==> src/rtl/if_fetch.sv <==
// Instruction-fetch front end: owns the PC, requests words from imem and
// presents instruction/PC pairs to IF/ID through a one-entry output buffer.
module if_fetch #(
  parameter logic [31:0] RESET_PC = 32'h0000_3000
) (
  input  logic        clk,
  input  logic        rst,
  input  logic        stall,
  input  logic        redirect,
  input  logic [31:0] redirect_pc,
  output logic        imem_req,
  output logic [31:0] imem_addr,
  input  logic        imem_ready,
  input  logic [31:0] imem_rdata,
  output logic [31:0] ins_F,
  output logic [31:0] pc_F,
  output logic        valid_F,
  output logic        adel_F
);

  localparam int unsigned XLEN = 32;

  typedef enum logic [0:0] {
    ST_BOOT = 1'b0,
    ST_RUN  = 1'b1
  } st_e;

  st_e st_q, st_d;

  logic [XLEN-1:0] pc_q, pc_d;
  logic [XLEN-1:0] ins_q, ins_d;
  logic [XLEN-1:0] pc_f_q, pc_f_d;
  logic            valid_q, valid_d;
  logic            adel_q, adel_d;

  logic room;
  logic misal;
  logic run;
  logic fire;
  logic adel_load;
  logic drain;

  // FSM state register
  always_ff @(posedge clk) begin
    if (rst) st_q <= ST_BOOT;
    else     st_q <= st_d;
  end

  // FSM next state: BOOT lasts one cycle, RUN is left only by reset
  always_comb begin
    st_d = st_q;
    case (st_q)
      ST_BOOT: st_d = ST_RUN;
      ST_RUN:  st_d = ST_RUN;
      default: st_d = ST_BOOT;
    endcase
  end

  // FSM outputs: the request is non-binding until imem_ready accepts it
  always_comb begin
    run      = (st_q == ST_RUN) && !rst;
    imem_req = run && room && !redirect && !misal;
  end

  assign room      = !valid_q || !stall;
  assign misal     = (pc_q[1:0] != 2'b00);
  assign fire      = imem_req && imem_ready;
  assign adel_load = run && room && !redirect && misal;
  assign drain     = valid_q && !stall;
  assign imem_addr = pc_q;

  // Buffer and PC update; redirect outranks stall and any in-flight response
  always_comb begin
    pc_d    = pc_q;
    ins_d   = ins_q;
    pc_f_d  = pc_f_q;
    valid_d = valid_q;
    adel_d  = adel_q;
    if (redirect) begin
      pc_d    = redirect_pc;
      ins_d   = '0;
      valid_d = 1'b0;
      adel_d  = 1'b0;
    end else if (fire) begin
      ins_d   = imem_rdata;
      pc_f_d  = pc_q;
      valid_d = 1'b1;
      adel_d  = 1'b0;
      pc_d    = pc_q + XLEN'(4);
    end else if (adel_load) begin
      // Parked on a misaligned PC: keep re-issuing the ADEL entry
      ins_d   = '0;
      pc_f_d  = pc_q;
      valid_d = 1'b1;
      adel_d  = 1'b1;
    end else if (drain) begin
      ins_d   = '0;
      valid_d = 1'b0;
      adel_d  = 1'b0;
    end
  end

  always_ff @(posedge clk) begin
    if (rst) begin
      pc_q    <= RESET_PC;
      ins_q   <= '0;
      pc_f_q  <= '0;
      valid_q <= 1'b0;
      adel_q  <= 1'b0;
    end else begin
      pc_q    <= pc_d;
      ins_q   <= ins_d;
      pc_f_q  <= pc_f_d;
      valid_q <= valid_d;
      adel_q  <= adel_d;
    end
  end

  assign ins_F   = ins_q;
  assign pc_F    = pc_f_q;
  assign valid_F = valid_q;
  assign adel_F  = adel_q;

endmodule

==> config.mk <==
export PLATFORM = sky130hd
export DESIGN_NAME = if_fetch
export DESIGN_NICKNAME = d
export VERILOG_FILES = /design/src/rtl/if_fetch.sv
export SDC_FILE = /design/constraint.sdc
export NUM_CORES = 1
export LEC_CHECK = 0
export CAP_MARGIN = 25
export CORE_ASPECT_RATIO = 1.75
export CORE_MARGIN = 8
export CORE_UTILIZATION = 30
export DETAILED_ROUTE_END_ITERATION = 12
export GPL_TIMING_DRIVEN = 0
export SYNTH_ARGS = -nofsm -noshare
export SYNTH_HDL_FRONTEND = slang
export SYNTH_SLANG_ARGS = --single-unit
==> constraint.sdc <==
create_clock -name clk -period 6.4 [get_ports clk]
set_clock_uncertainty 0.1 [all_clocks]
set_input_delay 1.92 -clock clk [delete_from_list [all_inputs] [get_ports clk]]
set_output_delay 1.92 -clock clk [all_outputs]
set_load 0.02 [all_outputs]
==> metrics.yaml, run 1 <==
run_status:
  outcome: "finished clean"
yosys:
  synth_flops: 99
  postSynthCellCount: 488
  adder_share: 0.00304
  top_area_cell: "dfxtp_1"
  ys_cells: 488
  top_area_frac: 0.481
  postSynthSeqShare: 0.481
  flop_cell: "dfxtp_1"
  yosys.area_share.aoi: 0.166
  syn_area_per_cell_um2: 8.44
  top_cell: "dfxtp_1"
  topCombFamilyByArea: "simple AND/OR/NAND/NOR gates"
  syn-num-nets: 558
  topCellsByArea: "dfxtp_1 48%, nand2_1 7.8%, a22oi_1 5.8%, nor2_1 4.9%, a21oi_1 4.6%"
  synthTopCellsByCount: "99 x dfxtp_1, 86 x nand2_1, 54 x nor2_1, 38 x a21oi_1, 32 x a22oi_1"
final_layout:
  comb_cells: 347
  nNonClkBuffers: 204
  seqCellArea_mm2: 0.00198
  nFillCells: 1333
  nonClkBufAreaFrac: 0.289
  fin_util: 0.476
  final_nets: 735
  seq_share: 0.311
  drive_gt1_frac: 0.0522
  inv_count: 4
  area_delta_synth_final_pct: 54.4
  logic_area_mm2: 0.00194
place:
  dp_slack_ns: 0.425
  dpl.cell_count: 828
  io_buffer_count: 166
drt:
  dr.pass1.iters: 5
  ant_nets: 0
  remaining_drc_errors: 0
  drt_wl_total_um: 15600
  vias_per_cell: 5.05
power:
  top_power_group: "sequential cells"
  p_sw_frac: 0.238
  p_clk_frac: 0.437
  p_int_mw: 1.15
  p_total_mw: 1.51
  seq-power_mw: 0.661
grt:
  grt_usage: 0.169
  use_met3: 0.0392
  grt_max_degree: 17
  grt_busiest_layer: "met2"
  antenna_found_initial: 0
  grt_pass1_wl_um: 23900
  grt_pass1_vias: 4406
clock_tree:
  postCtsSetupRepairBufs: 0
  cts-root-buf: "clkbuf_16"
  insertion_delay_ns: 0.34
  cts_max_path_buffers: 2
floorplanning:
  rows: 56
  fp.dieW_um: 105
  dieArea_mm2: 0.0179
  core_region_area_mm2: 0.0134
  tapCellCount: 174
setup_path:
  cp-start-kind: "primary input"
  startpoint: "redirect"
  cpLargestDelayFamily: "buffers and inverters"
  end_kind: "output port"
  ff2ff_setup_slack_ns: 4.03
  critPathCapture: "imem_req"
  timing.rr.end: "imem_addr[30]$_SDFFE_PP0P_"
  path_cells: "clkdlybuf4s50_1, or2_1, clkbuf_1, nor4_1, clkdlybuf4s50_1"
  r2r_start: "imem_addr[2]$_SDFFE_PP0P_"
  required_ns: 4.38
  cp_slowest_cell: "clkdlybuf4s50_1"
  cp.arrival_ns: 3.95
flow_run:
  warning_count: 26
  cap_violations: 0
timing:
  finalSetupViolCount: 0
  drv_slew: 0
  tns_ns: 0
  finalCriticalPeriod_ns: 5.97
  rsz0062_at_grt: "no"
  tightestPinTransition_ns: 0.738
  worst_hold_slack_ns: 0.353
  max-slew-margin-rel: 0.504
hold_path:
  holdPathStages: 2
Figure 1. Cells by drive strength (run 1).
Bar = 20 µm.
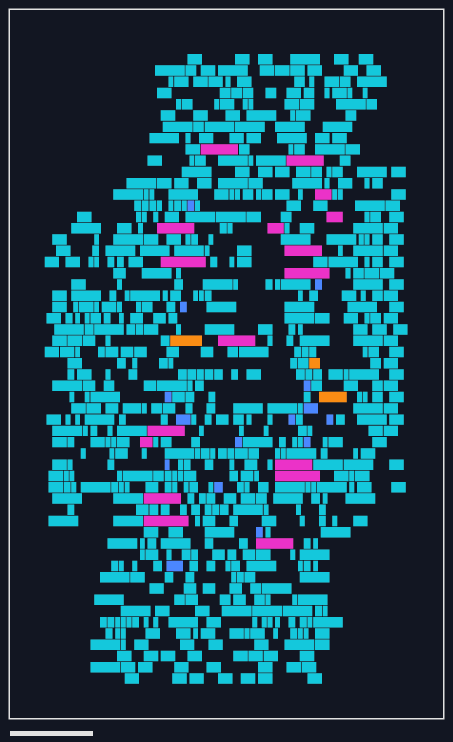
[orange] x3 and x4 | cells: 3
[blue] x2 | cells: 15 | most used: buf_2
[magenta] x6 and larger | cells: 17 | most used: clkbuf_16
[cyan] x1 and smaller | cells: 635 | most used: clkdlybuf4s50_1

Figure 2. Layout detail (run 1).
Window x 37 to 67, y 71 to 101 µm. Cells in gray, sequential cells in the stronger gray; small squares are vias.
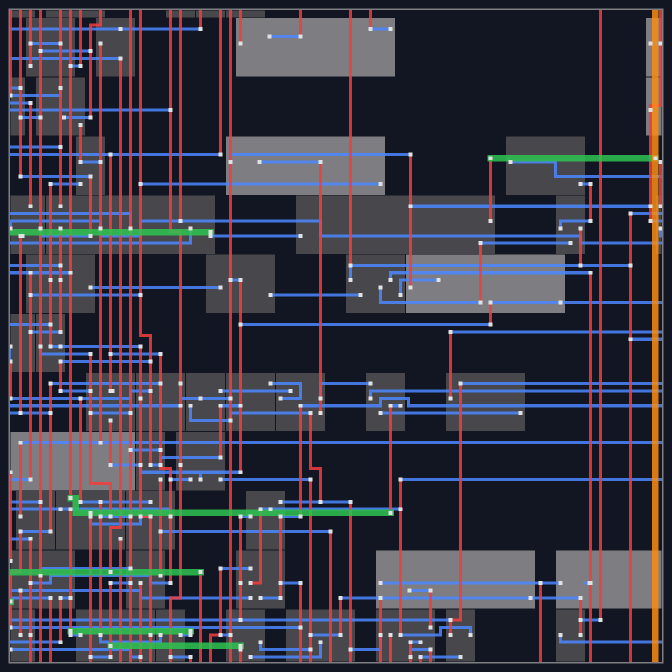
[orange] M4
[red] M2
[blue] M1
[green] M3
netlist names of flops here include: imem_addr (4)
sequential cells in the window: 6
most frequent: nand2_1 (6), dfxtp_1 (6), nand4_1 (5)
cells with their middle in the window: 44

Figure 3. The clock network (run 1).
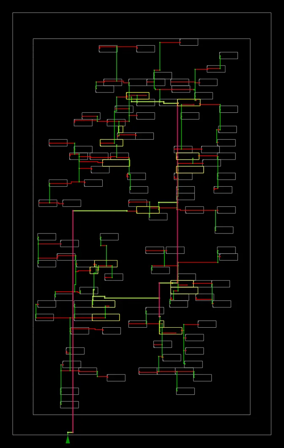
clkbuf count: 9
Clock net power: 0.660 mW
Sink Count: 99
registers: 99

==> run 2: changes to the inputs <==
- CTS_CLUSTER_DIAMETER: unset -> 30
Figure 4. The clock network (run 2).
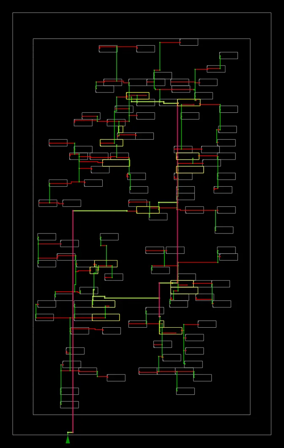
Latency at later pin: 0.34 ns
Num CTS Buffers: 9

Figure 5. Layout detail (run 2).
Window x 37 to 67, y 71 to 101 µm. Cells in gray, sequential cells in the stronger gray; small squares are vias.
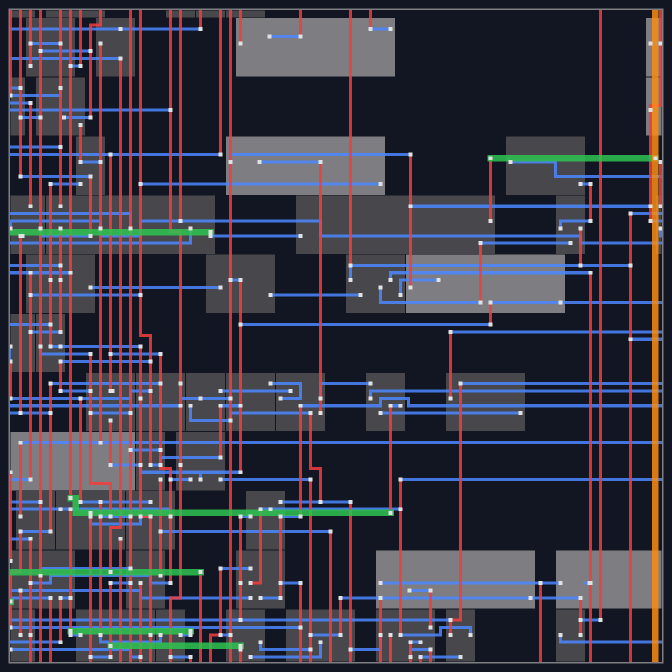
[blue] M1
[green] M3
[orange] M4
[red] M2
sequential cells in the window: 6
most frequent: nand2_1 (6), dfxtp_1 (6), nand4_1 (5)
cells with their middle in the window: 44
netlist names of flops here include: imem_addr (4)

==> run 2 against run 1 <==
Power stayed put; combinational power is essentially flat; die area is the same; hold slack unchanged; routed wire length unchanged; sequential power about the same; critical endpoint unchanged; synthesized cell count unchanged; final cell count stayed put; non-clock buffer count is the same; largest power group unchanged.
==> metrics.yaml, run 2 <==
timing:
  finalCriticalPeriod_ns: 5.97
  rsz0062_at_grt: "no"
  final_hold_viol_count: 0
  worst_hold_slack_ns: 0.353
  tightestPinTransition_ns: 0.738
  finalSetupViolCount: 0
  tns_ns: 0
  max-slew-margin-rel: 0.504
  drv_slew: 0
power:
  p_int_mw: 1.15
  top_power_group: "sequential cells"
  p_comb_mw: 0.188
  pwr.group.clock_mw: 0.660
  pwr_density_cell_mw_per_mm2: 237
  seq-power_mw: 0.661
  p_sw_frac: 0.238
  p_clk_frac: 0.437
  p_total_mw: 1.51
  p_leak_nw: 2.13
setup_path:
  path_common_cell: "clkdlybuf4s50_1"
  cp_max_fo: 10
  required_ns: 4.38
  end_kind: "output port"
  timing.rr.end: "imem_addr[30]$_SDFFE_PP0P_"
  critPathCapture: "imem_req"
  r2r_start: "imem_addr[2]$_SDFFE_PP0P_"
  cp.arrival_ns: 3.95
  cp_slowest_cell: "clkdlybuf4s50_1"
  path_cells: "clkdlybuf4s50_1, or2_1, clkbuf_1, nor4_1, clkdlybuf4s50_1"
  ff2ff_setup_slack_ns: 4.03
  startpoint: "redirect"
  cpLargestDelayFamily: "buffers and inverters"
  cp-start-kind: "primary input"
  cpPeakStageDelay_ns: 0.67
yosys:
  postSynthSeqShare: 0.481
  top_area_cell: "dfxtp_1"
  flop_cell: "dfxtp_1"
  synthSimpleGateAreaFrac: 0.246
  postSynthCellCount: 488
  syn-num-nets: 558
  top_area_frac: 0.481
  ys_types: 42
  yosys.area_share.aoi: 0.166
  topCellsByArea: "dfxtp_1 48%, nand2_1 7.8%, a22oi_1 5.8%, nor2_1 4.9%, a21oi_1 4.6%"
  yosys.area_share.xor_xnor: 0.0468
  top_cell: "dfxtp_1"
  synthTopCellsByCount: "99 x dfxtp_1, 86 x nand2_1, 54 x nor2_1, 38 x a21oi_1, 32 x a22oi_1"
  synth_flops: 99
  syn_area_per_cell_um2: 8.44
  topCombFamilyByArea: "simple AND/OR/NAND/NOR gates"
  ys_cells: 488
  adder_share: 0.00304
clock_tree:
  cts-root-buf: "clkbuf_16"
  postCtsSetupRepairBufs: 0
  cts_max_path_buffers: 2
  clk_pin_slew_ns: 0.07
  clock-sinks: 99
place:
  io_buffer_count: 166
  dp_slack_ns: 0.425
  hpwl_um: 12100
  placed_cell_area_mm2: 0.00600
  dpl.cell_count: 828
hold_path:
  holdPathStages: 2
  hp-start: "pc_F[13]$_SDFFE_PP0P_"
  hp-class: "flip-flop to flip-flop"
final_layout:
  inv_count: 4
  logic_area_mm2: 0.00194
  flops: 99
  nonClkBufAreaFrac: 0.289
  nFillCells: 1333
  drive_gt1_frac: 0.0522
  area_delta_synth_final_pct: 54.4
  finalNonFillerCells: 844
  final_cell_mix: "166 x clkdlybuf4s50_1, 99 x dfxtp_1, 86 x nand2_1"
  final.clkbuf_count: 9
  nNonClkBuffers: 204
  seq_share: 0.311
  seqCellArea_mm2: 0.00198
  comb_cells: 347
  fin_util: 0.476
  final_nets: 735
drt:
  wl_met1_um: 5920
  vias_per_cell: 5.05
  drt_wl_total_um: 15600
  first_iter_violations: 201
  wl_met3_um: 871
  dr.pass1.iters: 5
  ant_nets: 0
  dr_wl_met2_um: 8290
  remaining_drc_errors: 0
floorplanning:
  rows: 56
  dieArea_mm2: 0.0179
  tapCellCount: 174
  initCoreUtil: 0.308
  core_region_area_mm2: 0.0134
  ios: 168
  fp.dieW_um: 105
grt:
  grt_pass1_wl_um: 23900
  grt_max_degree: 17
  grt_pass1_vias: 4406
  grt_busiest_layer: "met2"
  antenna_found_initial: 0
  use_met3: 0.0392
  grt_usage: 0.169
flow_run:
  cap_violations: 0
  warning_count: 26
run_status:
  outcome: "finished clean"
Power is estimated from default activity; no workload was simulated.
